### src/rtl/uart_tx_slave.sv
// Memory-mapped 8N1 UART transmitter on the D-bus: TX FIFO, baud divider,
// status/overflow register and a serializer that drains the FIFO LSB first.
module uart_tx_slave #(
  parameter int unsigned FIFO_DEPTH  = 8,
  parameter logic [15:0] DEFAULT_DIV = 16'd16
) (
  input  logic        clk,
  input  logic        rst_n,
  input  logic        ss,
  input  logic        bstart,
  input  logic [3:0]  addr,
  input  logic        ttype,
  input  logic [1:0]  tsize,
  input  logic [31:0] wdata,
  output logic [31:0] rdata,
  output logic        bdone,
  output logic        tx,
  output logic        irq
);

  localparam int unsigned AW = $clog2(FIFO_DEPTH);
  localparam int unsigned PW = AW + 1;

  localparam logic [1:0] S_IDLE  = 2'd0;
  localparam logic [1:0] S_START = 2'd1;
  localparam logic [1:0] S_DATA  = 2'd2;
  localparam logic [1:0] S_STOP  = 2'd3;

  localparam logic [1:0] R_TXDATA  = 2'd0;
  localparam logic [1:0] R_STATUS  = 2'd1;
  localparam logic [1:0] R_BAUDDIV = 2'd2;

  logic [7:0]    mem [FIFO_DEPTH];
  logic [PW-1:0] wptr, rptr;
  logic          full, empty, push, pop;
  logic          ovf;
  logic [15:0]   div;
  logic [15:0]   bdiv, bdiv_d;
  logic [15:0]   cnt, cnt_d;
  logic [1:0]    state, state_d;
  logic [2:0]    idx, idx_d;
  logic [7:0]    shift, shift_d;
  logic          busy, bit_end;
  logic          req, wr;
  logic [31:0]   rd_val;
  logic          unused_bits;

  assign unused_bits = ^{addr[1:0], tsize, wdata[31:16]};

  assign req   = ss & bstart;
  assign wr    = req & ttype;
  assign empty = (wptr == rptr);
  assign full  = ((wptr ^ rptr) == {1'b1, {AW{1'b0}}});
  assign push  = wr && (addr[3:2] == R_TXDATA) && !full;
  assign busy  = (state != S_IDLE);

  // Read mux, sampled on the request edge
  always_comb begin
    rd_val = 32'd0;
    case (addr[3:2])
      R_STATUS:  rd_val = {28'd0, ovf, busy, empty, full};
      R_BAUDDIV: rd_val = {16'd0, div};
      default:   rd_val = 32'd0;
    endcase
  end

  always_ff @(posedge clk or negedge rst_n) begin
    if (!rst_n) begin
      bdone <= 1'b0;
      rdata <= 32'd0;
    end else begin
      bdone <= req;
      rdata <= (req && !ttype) ? rd_val : 32'd0;
    end
  end

  // Control registers; a set of overflow wins over a clear on the same edge
  always_ff @(posedge clk or negedge rst_n) begin
    if (!rst_n) begin
      div <= DEFAULT_DIV;
      ovf <= 1'b0;
    end else begin
      if (wr && (addr[3:2] == R_BAUDDIV))
        div <= (wdata[15:0] == 16'd0) ? 16'd1 : wdata[15:0];
      if (wr && (addr[3:2] == R_TXDATA) && full)
        ovf <= 1'b1;
      else if (wr && (addr[3:2] == R_STATUS) && wdata[3])
        ovf <= 1'b0;
    end
  end

  always_ff @(posedge clk) begin
    if (push)
      mem[wptr[AW-1:0]] <= wdata[7:0];
  end

  always_ff @(posedge clk or negedge rst_n) begin
    if (!rst_n) begin
      wptr <= '0;
      rptr <= '0;
    end else begin
      if (push) wptr <= wptr + PW'(1);
      if (pop)  rptr <= rptr + PW'(1);
    end
  end

  always_ff @(posedge clk or negedge rst_n) begin
    if (!rst_n) begin
      state <= S_IDLE;
      cnt   <= 16'd0;
      bdiv  <= 16'd1;
      idx   <= 3'd0;
      shift <= 8'd0;
    end else begin
      state <= state_d;
      cnt   <= cnt_d;
      bdiv  <= bdiv_d;
      idx   <= idx_d;
      shift <= shift_d;
    end
  end

  // Serializer next state; the divider is latched at every bit boundary
  always_comb begin
    state_d = state;
    cnt_d   = cnt;
    bdiv_d  = bdiv;
    idx_d   = idx;
    shift_d = shift;
    pop     = 1'b0;
    bit_end = (cnt == 16'(bdiv - 16'd1));
    case (state)
      S_IDLE: begin
        if (!empty) begin
          pop     = 1'b1;
          shift_d = mem[rptr[AW-1:0]];
          state_d = S_START;
          cnt_d   = 16'd0;
          bdiv_d  = div;
        end
      end
      S_START: begin
        if (bit_end) begin
          state_d = S_DATA;
          idx_d   = 3'd0;
          cnt_d   = 16'd0;
          bdiv_d  = div;
        end else begin
          cnt_d = 16'(cnt + 16'd1);
        end
      end
      S_DATA: begin
        if (bit_end) begin
          shift_d = {1'b0, shift[7:1]};
          cnt_d   = 16'd0;
          bdiv_d  = div;
          if (idx == 3'd7) state_d = S_STOP;
          else             idx_d   = 3'(idx + 3'd1);
        end else begin
          cnt_d = 16'(cnt + 16'd1);
        end
      end
      default: begin
        if (bit_end) begin
          cnt_d  = 16'd0;
          bdiv_d = div;
          if (!empty) begin
            pop     = 1'b1;
            shift_d = mem[rptr[AW-1:0]];
            state_d = S_START;
          end else begin
            state_d = S_IDLE;
          end
        end else begin
          cnt_d = 16'(cnt + 16'd1);
        end
      end
    endcase
  end

  always_ff @(posedge clk or negedge rst_n) begin
    if (!rst_n) begin
      tx  <= 1'b1;
      irq <= 1'b1;
    end else begin
      case (state)
        S_START: tx <= 1'b0;
        S_DATA:  tx <= shift[0];
        default: tx <= 1'b1;
      endcase
      irq <= empty && (state == S_IDLE);
    end
  end

endmodule
### config.mk
export PLATFORM = sky130hd
export DESIGN_NAME = uart_tx_slave
export DESIGN_NICKNAME = d
export VERILOG_FILES = /design/src/rtl/uart_tx_slave.sv
export SDC_FILE = /design/constraint.sdc
export NUM_CORES = 1
export LEC_CHECK = 0
export CORE_MARGIN = 1
export CORE_UTILIZATION = 50
export DETAILED_ROUTE_END_ITERATION = 7
export GPL_ROUTABILITY_DRIVEN = 0
export PLACE_DENSITY = 0.72
export SLEW_MARGIN = 20
export SYNTH_ARGS = -nofsm -noshare
export SYNTH_HDL_FRONTEND = slang
export SYNTH_SLANG_ARGS = --single-unit
### constraint.sdc
create_clock -name clk -period 6.7 [get_ports clk]
set_input_delay 1.005 -clock clk [delete_from_list [all_inputs] [get_ports clk]]
set_output_delay 1.005 -clock clk [all_outputs]
set_load 0.02 [all_outputs]
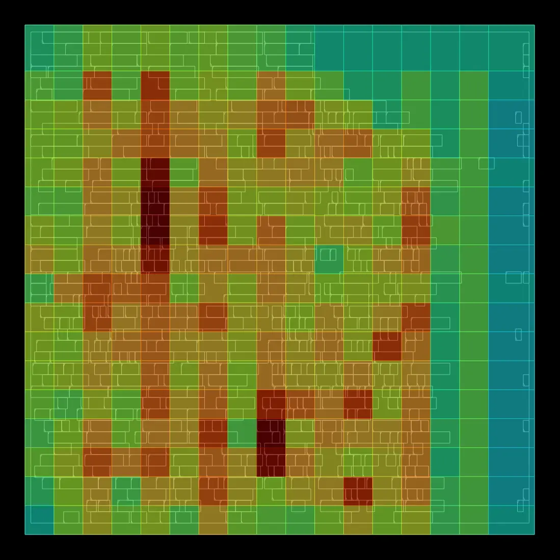
*Routing congestion map*
final design utilization: 0.590
total track usage: 0.207
highest-utilization routing layer at the global route stage: met2
routed wirelength normalized by instance count: 17.8 µm
met3 demand-to-capacity share in global routing: 0.0432

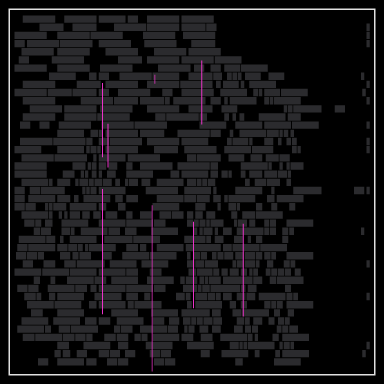
*Met4 routing*
(3 px per µm) Cells faint in the background.
longest straight run = 55.1 µm
nets with wire on the layer = 4
routed wire length: 13.6 mm
number of vias after detailed routing: 4313

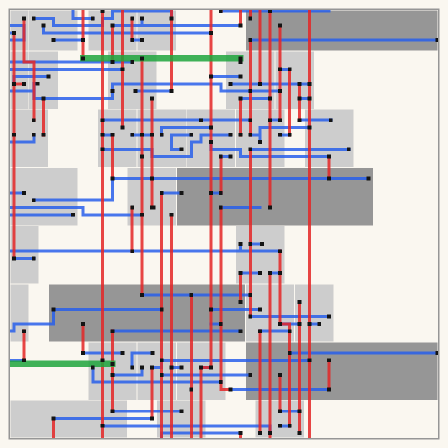
*Layout detail*
Window x 81 to 101, y 20 to 40 µm. Cells in grey, sequential cells in the stronger grey; small squares are vias.
blue -> met1
green -> met3
red -> met2
netlist names of flops here include = `cnt` (4)
sequential cells in the window = 4
cells with their middle in the window = 28

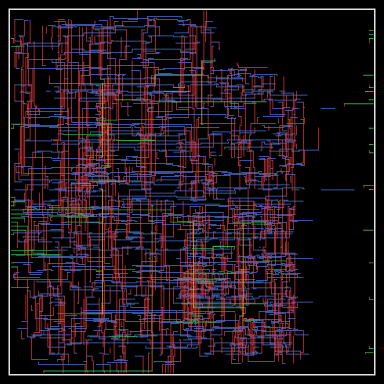
*Routed metal, one colour a layer*
(3 px per µm)
orange -> met4  # wire length 218 µm
red -> met2  # wire length 6550 µm
blue -> met1  # wire length 6190 µm
green -> met3  # wire length 602 µm

[critical path: stages (launching register included)]
cell,delay (ns)
sky130_fd_sc_hd__dfrtp_1,0.42
sky130_fd_sc_hd__inv_1,0.07
sky130_fd_sc_hd__ha_1,0.39
sky130_fd_sc_hd__or4b_2,0.63
sky130_fd_sc_hd__a211oi_1,0.39
sky130_fd_sc_hd__o221ai_2,0.17
sky130_fd_sc_hd__a2111oi_4,0.81
sky130_fd_sc_hd__nor2_1,0.17
sky130_fd_sc_hd__nor2_2,0.71
sky130_fd_sc_hd__mux2_2,0.42
[state kept, by name (all words and copies together) (netlist names)]
signal,flops
div,16
rptr,4
bdone,1
cnt,16
shift,8
mem,64
wptr,4
idx,3
rdata,16
state,2
ovf,1
irq,1
bdiv,16
tx,1
[area by class of cell]
type	count	area, µm²	area share
clock buffer	17	425	0.0519
clock inverter	15	141	0.0172
inverter	15	56.3	0.00687
multi-input combinational	334	2740	0.334
sequential	153	4150	0.507
tap	180	225	0.0275
timing repair buffer	47	453	0.0553
[where the power goes]
part / leakage, µW / switching (µW) / internal [µW]
Clock: 0.000262 / 396 / 516
Combinational: 0.00130 / 494 / 545
Sequential: 0.00171 / 210 / 1130
[stage by stage]
| stage | area [µm²] | setup WS, ns | power [µW] | std cells | util |
|---|---|---|---|---|---|
| finish | 8200 | 2.40 | 3300 | 761 | 0.590 |
| global route | 8200 | 2.21 | 3480 | 761 | 0.590 |
| CTS | 8200 | 2.39 | 3320 | 761 | 0.590 |
| detailed placement | 7630 | 2.47 | 2400 | 729 | 0.550 |
| global placement | 7630 | 2.60 | 2350 | 729 | 0.550 |
| floorplan | 7180 | 3.34 | 2160 | 543 | - |
[layout by cell type (no fill, tap or decap), types with 5 or more instances in the layout]
cell                              count
sky130_fd_sc_hd__dfrtp_1             85
sky130_fd_sc_hd__edfxtp_1            64
sky130_fd_sc_hd__clkdlybuf4s50_1     40
sky130_fd_sc_hd__mux2_2              35
sky130_fd_sc_hd__nand2_1             27
sky130_fd_sc_hd__nor2_1              21
sky130_fd_sc_hd__xnor2_1             17
sky130_fd_sc_hd__clkbuf_16           17
sky130_fd_sc_hd__mux4_2              16
sky130_fd_sc_hd__conb_1              16
sky130_fd_sc_hd__a21oi_1             15
sky130_fd_sc_hd__inv_1               14
sky130_fd_sc_hd__o21ai_0             13
sky130_fd_sc_hd__and2_1              13
sky130_fd_sc_hd__a31oi_1             13
sky130_fd_sc_hd__ha_1                13
sky130_fd_sc_hd__nand3_1             12
sky130_fd_sc_hd__and3_1              12
sky130_fd_sc_hd__or3_1               12
sky130_fd_sc_hd__nor3_1               9
sky130_fd_sc_hd__xor2_1               9
sky130_fd_sc_hd__mux2i_1              8
sky130_fd_sc_hd__mux2_4               8
sky130_fd_sc_hd__buf_4                7
sky130_fd_sc_hd__nand2b_1             5
[final timing paths]
| check | to | depth (start not counted) |
|---|---|---|
| worst max-delay path | bdiv[15] | 9 |
| worst min-delay path | rdata[12] | 1 |
| worst max register to register | bdiv[15] | 9 |
| worst min register to register | wptr[3] | 1 |
| max in group asynchronous | cnt[5] | 2 |
| min in group clk | wptr[3] | 1 |
==> impl_metrics.json <==
{
  "hold_viol": 0,
  "synthXorXnorAreaFrac": 0.0357,
  "fin_tns_setup_ns": 0,
  "clockBufferDepth": 2,
  "maxSlewViolCount": 0,
  "wl_met1_mm": 6.19,
  "cts.clk_slew.worst_paths_ns": 0.06,
  "tool_warnings": 51,
  "yosysUniqueCellTypes": 68,
  "leading_register_cell_type_out_of_synthesis": "sky130_fd_sc_hd__dfrtp_1",
  "met3WireLength_um": 602,
  "tightest_hold_margin_ns": 0.468,
  "ys_cells": 528,
  "yosys_area_um2": 7120,
  "critical_path.endpoint_type": "flop",
  "timing.critical_path.arrival_ns": 4.61,
  "fp-row-count": 43,
  "min_path_type": "in2async",
  "antenna_violating_nets_post_route": 0,
  "skew_ns": 0.00922,
  "post-route-period-util": 0.642,
  "adders_majority_by_area": 0.0228,
  "synth.avg_cell_area_um2": 13.5,
  "max_cap_viol_count": 0,
  "synthSimpleGateAreaFrac": 0.102,
  "setup_viol": 0,
  "synthesis.area_um2": 7120,
  "cellLeakagePower_uw": 0.00328,
  "port_buffers": 41,
  "topCombFamilyByArea": "multiplexers",
  "cts_tree": "built",
  "diodes": 0,
  "routed.top_layer": "met4",
  "first_iter_violations": 256,
  "syn_to_final_growth_pct": 15.1,
  "detailroute.wirelength.met2_mm": 6.55,
  "power_density_nw_per_um2": 402,
  "via_per_inst": 5.67,
  "relSlewSlack": 0.350,
  "global_route.usage.met2": 0.328,
  "post_cts_hold_buffer_count": 0,
  "path_class": "reg2reg",
  "ff2ff_setup_slack_ns": 2.40,
  "outcome": "finished, final reports clean",
  "netlist.top_cell.by_area": "sky130_fd_sc_hd__dfrtp_1",
  "power.ir.vdd_worst_mv": 0.209,
  "grt_first_pass_wirelength_mm": 22.7,
  "synth.yosys.warnings": 0,
  "grt_pass1_vias": 4391,
  "cts_buffers": 17,
  "synth_largest_type_area_fraction": 0.299,
  "clk-insertion-delay-late_ns": 0.43,
  "placeableCoreArea_um2": 13900,
  "cp_data_required_time_ns": 7.01,
  "critical_path_peak_fanout": 17,
  "netlist_instances": 528,
  "asyncSetResetFlopFracSynth": 0.582,
  "postCtsSetupBuffers": 0,
  "remaining_drc_errors": 0,
  "worst_setup_path_startpoint": "bdiv[1]",
  "antenna_violations_before_repair": 0,
  "post-synth-top-count-cell": "sky130_fd_sc_hd__dfrtp_1",
  "rsz0062_at_grt": "no",
  "synth.yosys.seq_area_share": 0.583,
  "grt_max_degree": 65,
  "finish.net_count": 624,
  "synth.mux.area_fraction": 0.136,
  "die.size.y_um": 121,
  "post_synth_most_frequent_cells": "sky130_fd_sc_hd__dfrtp_1 (85), sky130_fd_sc_hd__edfxtp_1 (64), sky130_fd_sc_hd__mux2_2 (35)",
  "yosys_register_bits": 153,
  "use_met1": 0.280,
  "synth.top_cells.by_area": "sky130_fd_sc_hd__dfrtp_1 (30%), sky130_fd_sc_hd__edfxtp_1 (27%), sky130_fd_sc_hd__mux2_2 (5.5%)",
  "regToRegStartpoint": "bdiv[1]",
  "initial_core_utilization": 0.513,
  "worst_pin_slew_ns": 0.972,
  "finalWorstPathRequiredPeriod_ns": 4.30,
  "final_layout_size_suffix_gt1_frac": 0.203,
  "max_clock_freq_mhz": 232,
  "post_synth_edffs": 64,
  "die_w_um": 121,
  "filler_cell_count": 1104,
  "synth-compound-area-share": 0.0799,
  "cts_htree_levels": 4,
  "ioPinCount": 78,
  "cts.sink_count": 153,
  "grt-ovfl-total": 0,
  "drt_pre_antenna_iters": 4,
  "dp_hpwl_mm": 9.08,
  "ctsRootBufferMaster": "sky130_fd_sc_hd__clkbuf_16",
  "ctsResizeCount": 0,
  "worstSetupStartpointType": "flop",
  "die_area_um2": 14700
}
No activity file was given, so power comes from the tool's default toggle rates.
